**config.mk**
```make
export PLATFORM = sky130hd
export DESIGN_NAME = mul_seq_digit
export DESIGN_NICKNAME = d
export VERILOG_FILES = /design/src/rtl/mul_seq_digit.sv
export SDC_FILE = /design/constraint.sdc
export NUM_CORES = 1
export LEC_CHECK = 0
export CAP_MARGIN = 20
export CORE_MARGIN = 1.5
export CORE_UTILIZATION = 45
export DETAILED_ROUTE_END_ITERATION = 10
export MAX_ROUTING_LAYER = met4
export PLACE_DENSITY = 0.64
export SLEW_MARGIN = 20
export SYNTH_ARGS = -nofsm -noshare
export SYNTH_HDL_FRONTEND = slang
export SYNTH_HIERARCHICAL = 1
export SYNTH_SLANG_ARGS = --single-unit
```
**constraint.sdc**
```tcl
create_clock -name clk -period 4.7 [get_ports clk]
set_input_delay 0.47 -clock clk [delete_from_list [all_inputs] [get_ports clk]]
set_output_delay 0.47 -clock clk [all_outputs]
set_load 0.01 [all_outputs]
```
**src/rtl/mul_seq_digit.sv**
```systemverilog
// Sequential unsigned WIDTH x WIDTH multiplier: one 2x2 digit product per cycle,
// shifted into a 2*WIDTH accumulator, wrapped in a valid/ready handshake.

module mul2x2 (
    input  logic [1:0] x,
    input  logic [1:0] y,
    output logic [3:0] r
);
    assign r = {2'b00, x} * {2'b00, y};
endmodule

module mul_seq_digit #(
    parameter int WIDTH = 8
) (
    input  logic                 clk,
    input  logic                 rst,
    input  logic                 in_valid,
    output logic                 in_ready,
    input  logic [WIDTH-1:0]     a,
    input  logic [WIDTH-1:0]     b,
    output logic                 out_valid,
    input  logic                 out_ready,
    output logic [2*WIDTH-1:0]   product,
    output logic [1:0]           dbg_state
);
    // Handshake: a transfer happens on a rising edge where valid and ready are both
    // high. in_ready is high only in IDLE; out_valid/product stay stable in DONE
    // until out_ready is seen, and operands are captured only on an IDLE transfer.

    localparam int N  = WIDTH / 2;
    localparam int IW = (N > 1) ? $clog2(N) : 1;
    localparam int PW = 2 * WIDTH;

    typedef enum logic [1:0] {
        IDLE = 2'd0,
        BUSY = 2'd1,
        DONE = 2'd2
    } state_t;

    state_t             state;
    logic [WIDTH-1:0]   a_reg;
    logic [WIDTH-1:0]   b_reg;
    logic [PW-1:0]      acc;
    logic [IW-1:0]      i;
    logic [IW-1:0]      j;

    logic [1:0]         a_dig;
    logic [1:0]         b_dig;
    logic [3:0]         r;
    logic [IW+1:0]      sh;
    logic [PW-1:0]      pp;
    logic [PW-1:0]      acc_next;

    assign dbg_state = state;

    always_comb begin
        a_dig    = a_reg[{i, 1'b0} +: 2];
        b_dig    = b_reg[{j, 1'b0} +: 2];
        sh       = {1'b0, i, 1'b0} + {1'b0, j, 1'b0};
        pp       = PW'(r) << sh;
        acc_next = acc + pp;
    end

    mul2x2 u_mul2x2 (
        .x (a_dig),
        .y (b_dig),
        .r (r)
    );

    always_ff @(posedge clk or posedge rst) begin
        if (rst) begin
            state     <= IDLE;
            in_ready  <= 1'b1;
            out_valid <= 1'b0;
            product   <= '0;
            acc       <= '0;
            a_reg     <= '0;
            b_reg     <= '0;
            i         <= '0;
            j         <= '0;
        end else begin
            case (state)
                IDLE: begin
                    if (in_valid) begin
                        a_reg    <= a;
                        b_reg    <= b;
                        acc      <= '0;
                        i        <= '0;
                        j        <= '0;
                        in_ready <= 1'b0;
                        state    <= BUSY;
                    end
                end
                BUSY: begin
                    acc <= acc_next;
                    if (i == IW'(N - 1)) begin
                        i <= '0;
                        if (j == IW'(N - 1)) begin
                            // Final digit pair: publish the completed sum directly.
                            j         <= '0;
                            product   <= acc_next;
                            out_valid <= 1'b1;
                            state     <= DONE;
                        end else begin
                            j <= j + 1'b1;
                        end
                    end else begin
                        i <= i + 1'b1;
                    end
                end
                DONE: begin
                    if (out_ready) begin
                        out_valid <= 1'b0;
                        in_ready  <= 1'b1;
                        state     <= IDLE;
                    end
                end
                default: begin
                    state     <= IDLE;
                    in_ready  <= 1'b1;
                    out_valid <= 1'b0;
                end
            endcase
        end
    end
endmodule

```
==> images/cell_classes.png <==
Scale: 4 px per um. Fill, decap, tap and diode cells in grey.
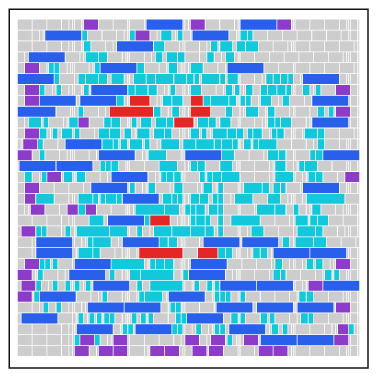
[cyan] all other logic | cells: 307
[red] clock drivers and dummy loads | cells: 8
[purple] other buffers and delay cells | cells: 44
[blue] flip-flops | cells: 56

==> images/gate_families.png <==
Scale: 4 px per um.
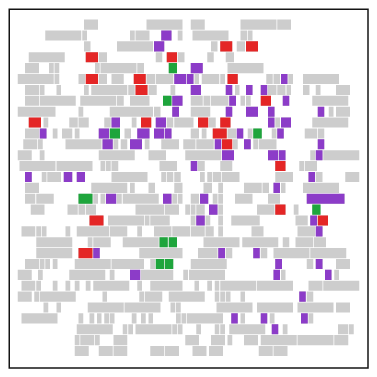
[purple] inverting AOI/OAI gates | cells: 65 | most used: o21ai_0
[red] AND-OR and OR-AND gates | cells: 20
[green] AND and OR gates | cells: 10 | most used: and2_1
most instantiated logic cell after routing: sky130_fd_sc_hd__nand2_1
multi-input logic portion of the cell area: 0.465
post-route non-filler standard cell count: 514

==> summary.txt <==
Update from the flow run.

The met3 wirelength from detailed routing is 280 um. The cell depth of the worst min-delay path is 2. The report lists the number of standard-cell rows as 31. The number of global-route vias before repair was 2683.

The maximum achievable frequency is 256 MHz. The number of enable flip-flop cells is 0. Measured against its own limit, the worst slew margin works out to 0.338. OpenSTA, run right after detailed placement, puts the worst setup slack at 0.840 ns. Setup slack on the worst reg-to-reg path comes out at 0.79 ns.

For reference, the critical path cell chain is mux4_2 -> and2_1 -> ha_1 -> ha_1 -> a31oi_1 -> nor2b_1 -> ha_1 -> a21o_1 -> a221oi_4 -> o21ai_2 -> or4_1 -> nand3_1. The top cell types in the final layout, fill and taps aside, are 90 x sky130_fd_sc_hd__nand2_1, 55 x sky130_fd_sc_hd__dfrtp_1, 39 x sky130_fd_sc_hd__clkdlybuf4s50_1. The placed standard-cell area is 0.00383 mm2.

The critical path capture point is product[12]$_DFFE_PP0P_. The total net switching power is 1.09 mW. The cell type that accounts for the most area after synthesis is sky130_fd_sc_hd__dfrtp_1. After synthesis, the mean cell area works out to 8.76 um2. Measured on the finished design, the core utilization comes to 0.550. The overall power is 2.56 mW.

The synthesized netlist has a Yosys-reported chip area of 0.00335 mm2. The share of the clock period used by the worst path is 0.831. In this run the most critical hold path is launched from b_reg[6]$_DFFE_PP0P_.

The worst hold margin is 0.480 ns. For the final routed database, the setup TNS stands at 0 ns. The count of buffers added on input and output ports is 39. The setup slack after layout is 0.792 ns. The fraction of power consumed by the clock network is 0.151.

In this run the critical register-to-register path is captured at product[12]$_DFFE_PP0P_. The stage logs contain a warning count of 26. The endpoint with the worst hold slack is b_reg[6]$_DFFE_PP0P_. The flow ran to the end, and the final reports show no timing, DRC or antenna violations. Of the total standard cell area in the layout, the sequential portion is 0.354. The global-route met2 utilization is 0.355. The sequential cells in the finished layout cover a total of 0.00140 mm2. The number of sinks handled by clock tree synthesis is 56. The highest metal layer carrying signal wires in the routed design is met4.

The maximum number of buffers from clock root to sink is 2.
No activity file was given, so power comes from the tool's default toggle rates.
